**src/rtl/puf_challenge_driver.sv**
```systemverilog
// rtl/puf_challenge_driver.sv - arbiter PUF challenge sequencer and response collector
//
// Ports:
//   clk, rst_n          clock and asynchronous active-low reset
//   start, seed         request pulse (sampled in IDLE only) and initial challenge
//   busy                high in every state except IDLE
//   challenge, launch   challenge vector and race edge driven to the arbiter chain
//   puf_resp            arbiter response bit, asynchronous to clk
//   resp_word           K collected response bits, bit i answers the i-th challenge
//   resp_valid          resp_word complete; held until resp_valid && resp_ready
//   resp_ready          consumer accept
module puf_challenge_driver #(
    parameter int N      = 128,
    parameter int K      = 32,
    parameter int SETTLE = 4
) (
    input  logic         clk,
    input  logic         rst_n,
    input  logic         start,
    input  logic [N-1:0] seed,
    output logic         busy,
    output logic [N-1:0] challenge,
    output logic         launch,
    input  logic         puf_resp,
    output logic [K-1:0] resp_word,
    output logic         resp_valid,
    input  logic         resp_ready
);

    localparam int BW = $clog2(K + 1);
    localparam int SW = $clog2(SETTLE + 1);

    typedef enum logic [2:0] {
        S_IDLE,
        S_LOAD,
        S_ARM,
        S_FIRE,
        S_SAMPLE,
        S_DONE
    } state_t;

    state_t          state;
    state_t          state_nxt;
    logic [BW-1:0]   bit_cnt;
    logic [SW-1:0]   settle_cnt;
    logic [1:0]      resp_sync;     // resp_sync[1] is the synchronized response
    logic            settle_done;
    logic            last_bit;
    logic            fb;
    logic            launch_nxt;

    assign settle_done = (settle_cnt == SW'(SETTLE - 1));
    assign last_bit    = (bit_cnt == BW'(K - 1));
    assign fb          = challenge[N-1] ^ challenge[N-3] ^ challenge[N-28] ^ challenge[N-30];

    // State register
    always_ff @(posedge clk or negedge rst_n) begin
        if (!rst_n) begin
            state <= S_IDLE;
        end else begin
            state <= state_nxt;
        end
    end

    // Next-state logic
    always_comb begin
        state_nxt = state;
        case (state)
            S_IDLE:   if (start) state_nxt = S_LOAD;
            S_LOAD:   state_nxt = S_ARM;
            S_ARM:    if (settle_done) state_nxt = S_FIRE;
            S_FIRE:   if (settle_done) state_nxt = S_SAMPLE;
            S_SAMPLE: state_nxt = last_bit ? S_DONE : S_ARM;
            S_DONE:   if (resp_ready) state_nxt = S_IDLE;
            default:  state_nxt = S_IDLE;
        endcase
    end

    // Outputs; launch is decoded from the next state and registered so the
    // arbiter sees a clean edge aligned with the FIRE entry.
    always_comb begin
        busy       = (state != S_IDLE);
        resp_valid = (state == S_DONE);
        launch_nxt = (state_nxt == S_FIRE) || (state_nxt == S_SAMPLE);
    end

    // Datapath: synchronizer, counters, challenge LFSR, response shifter
    always_ff @(posedge clk or negedge rst_n) begin
        if (!rst_n) begin
            resp_sync  <= '0;
            settle_cnt <= '0;
            bit_cnt    <= '0;
            challenge  <= '0;
            resp_word  <= '0;
            launch     <= 1'b0;
        end else begin
            resp_sync <= {resp_sync[0], puf_resp};
            launch    <= launch_nxt;

            // Counts cycles within ARM/FIRE; wraps to 0 on the phase change.
            if ((state == S_ARM || state == S_FIRE) && !settle_done) begin
                settle_cnt <= settle_cnt + SW'(1);
            end else begin
                settle_cnt <= '0;
            end

            case (state)
                S_IDLE: begin
                    if (start) begin
                        // An all-zero LFSR state would lock up, so substitute 1.
                        challenge <= (seed == '0) ? {{(N-1){1'b0}}, 1'b1} : seed;
                    end
                end
                S_LOAD: begin
                    bit_cnt   <= '0;
                    resp_word <= '0;
                end
                S_SAMPLE: begin
                    resp_word <= {resp_sync[1], resp_word[K-1:1]};
                    bit_cnt   <= bit_cnt + BW'(1);
                    if (!last_bit) begin
                        challenge <= {challenge[N-2:0], fb};
                    end
                end
                default: ;
            endcase
        end
    end

endmodule

```
**config.mk**
```make
export PLATFORM = sky130hd
export DESIGN_NAME = puf_challenge_driver
export DESIGN_NICKNAME = d
export VERILOG_FILES = /design/src/rtl/puf_challenge_driver.sv
export SDC_FILE = /design/constraint.sdc
export NUM_CORES = 1
export LEC_CHECK = 0
export ABC_AREA = 1
export CORE_MARGIN = 2
export CORE_UTILIZATION = 40
export CTS_BUF_LIST = sky130_fd_sc_hd__clkbuf_8
export CTS_CLUSTER_DIAMETER = 30
export DETAILED_ROUTE_END_ITERATION = 10
export PLACE_DENSITY = 0.83
export SETUP_SLACK_MARGIN = 0.4
export SYNTH_ARGS = -nofsm -noshare
export SYNTH_HDL_FRONTEND = slang
export SYNTH_SLANG_ARGS = --single-unit
```
**constraint.sdc**
```tcl
create_clock -name clk -period 2.75 [get_ports clk]
set_input_delay 0.55 -clock clk [delete_from_list [all_inputs] [get_ports clk]]
set_output_delay 0.55 -clock clk [all_outputs]
set_load 0.03 [all_outputs]
```
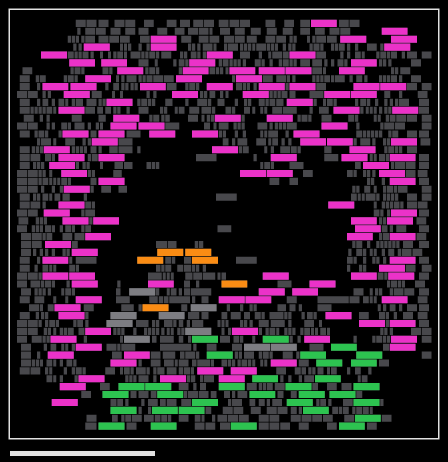
*Register map, names as in the netlist*
Scale bar: 50 um. Other sequential cells in the stronger grey, the rest of the logic in the fainter grey.
name in the netlist	colour	sequential cells
`bit_cnt`	orange	6
`challenge`	magenta	128
`resp_word`	green	32

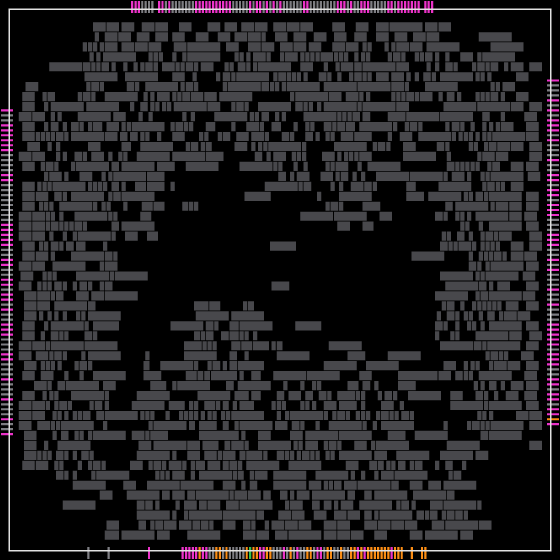
*Pin map*
Pins as bars across the die edge, other pins in grey.
port	colour	pins	direction	edge
`busy`	green	1	output	bottom
`challenge`	magenta	128	output	44 top, 37 right, 30 left, 17 bottom
`resp_word`	orange	32	output	31 bottom, 1 right
all pins by edge	88 top, 72 bottom, 70 right, 66 left
PortBufs: 295
Die W: 147 um
Die Y-Extent: 147 um

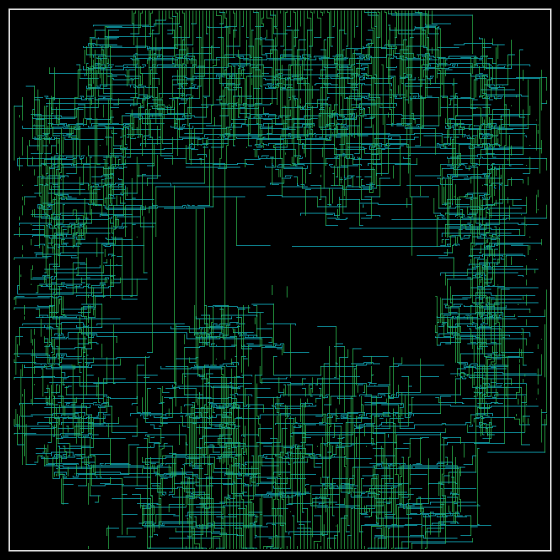
*Routed metal, one colour a layer*
Two of the layers only.
layer	colour	wire length
metal 1	cyan	9840 um
metal 2	green	11500 um
final WL: 23800 um
DR WL/cell: 15.3 um
Vias: 7881

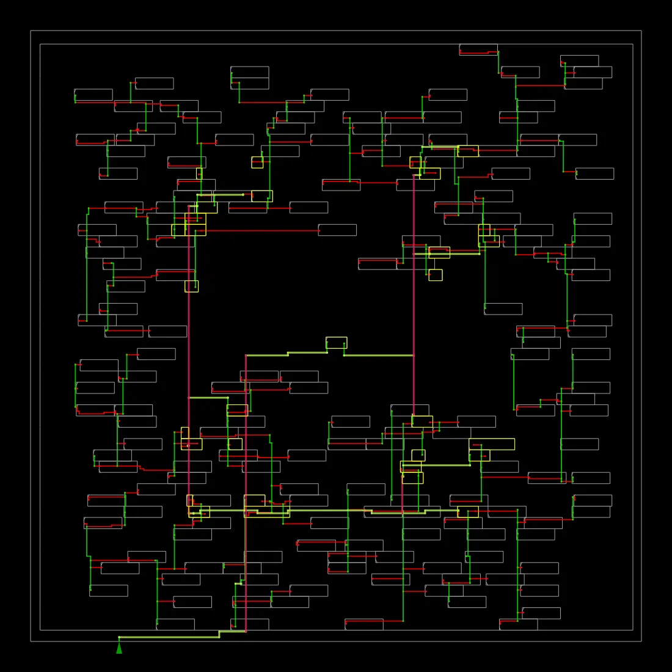
*The clock network*
Sink Count: 175
power in the clock group: 1800 uW

==> results.sh <==
# source this file to load flow results
export IMPL_status="finished clean"
export IMPL_syn_inst=1008
export IMPL_layout_cells_non_filler=1555
export IMPL_pwr_share_comb_pct=48.8
export IMPL_dpl_cell_area_mm2=0.0113
export IMPL_grtUsageTotal_pct=21.8
export IMPL_dp_hpwl_um=16800
export IMPL_fin_tns_setup_ns=0
export IMPL_m1WireLength_um=9830
export IMPL_ys_area_mm2=0.00823
export IMPL_peakVddDrop_v=0.000614
export IMPL_ant_nets=0
export IMPL_synth_cell_types=29
export IMPL_yosys_warnings=0
export IMPL_mux_area_share_pct=0
export IMPL_path_cells="inv_1 > nor3_1 > clkdlybuf4s15_1"
export IMPL_gp_congestion=0.813
export IMPL_place_ws_ns=0.464
export IMPL_r2r_setup_slack_ns=0.69
export IMPL_clockRootBuffer="clkbuf_8"
export IMPL_hold_viol=0
export IMPL_clk_pin_slew_ns=0.10
export IMPL_largestClassByArea="flip-flops and latches"
export IMPL_grt_util_met1_pct=28.3
export IMPL_ys_cells=1008
export IMPL_buffer_area_share_pct=26.8
export IMPL_timing_rr_end="challenge[24]$_DFFE_PN0P_"
export IMPL_critical_path_required_ns=2.20
export IMPL_flop_count=175
export IMPL_crit_type="reg2out"
export IMPL_mostFrequentLayoutCells="nand2_1 (307), clkdlybuf4s50_1 (292), nor2_1 (222), dfrtp_1 (175), a31oi_1 (126)"
export IMPL_ys_flop_type="dfrtp_1"
export IMPL_ctsHtreeMaxLevel=4
export IMPL_layout_setup_ws_ns=0.458
export IMPL_cts_resized=1
export IMPL_end_kind="output pin"
export IMPL_p_leak_uw=0.00483
export IMPL_hold_worst_slack_ns=0.358
export IMPL_tapCellCount=270
export IMPL_p_int_uw=6710
export IMPL_ys_sh_aoi_pct=13.1
export IMPL_grtUsageMet3_pct=4.48
export IMPL_nClkBuffers=18
export IMPL_wl_met3_um=1700
export IMPL_hold_end="resp_sync[1]$_DFF_PN0_"
export IMPL_grt_pass1_vias=7472
export IMPL_min_period_ns=2.29
export IMPL_avgSynthCellArea_um2=8.16
export IMPL_yosys_area_share_simple_pct=25.3
export IMPL_cts_path_max_buffers=2
export IMPL_largest_reg_flops=128
export IMPL_firstDrtPassIters=5
export IMPL_final_nets=1409
export IMPL_dr_wl_met2_um=11500
export IMPL_diodes=0
export IMPL_floorplan_nets=1144
export IMPL_ys_ff=175
export IMPL_crit_buf_inv=2
export IMPL_r2r_start="bit_cnt[0]$_DFFE_PN0P_"
export IMPL_min_delay_start="resp_sync[0]$_DFF_PN0_"
export IMPL_top_cell="nand2_1"
export IMPL_fin_crit_sh_pct=83.4
export IMPL_die_area_mm2=0.0217
export IMPL_grt_use_met2_pct=35.7
export IMPL_syn_to_final_growth_pct=41.7
export IMPL_overflow=0
export IMPL_fa_ha_area_share_pct=0.456
export IMPL_netlist_area_mm2=0.00823
export IMPL_enable_flop_cells=0
export IMPL_drive_gt1_share_pct=4.20
export IMPL_netSwitchingFraction_pct=43.7
export IMPL_highest_layer="met4"
export IMPL_setup_viol=0
export IMPL_critPathSlowestCell="dfrtp_1"
export IMPL_placed_cells=1523
Power is estimated from default activity; no workload was simulated.
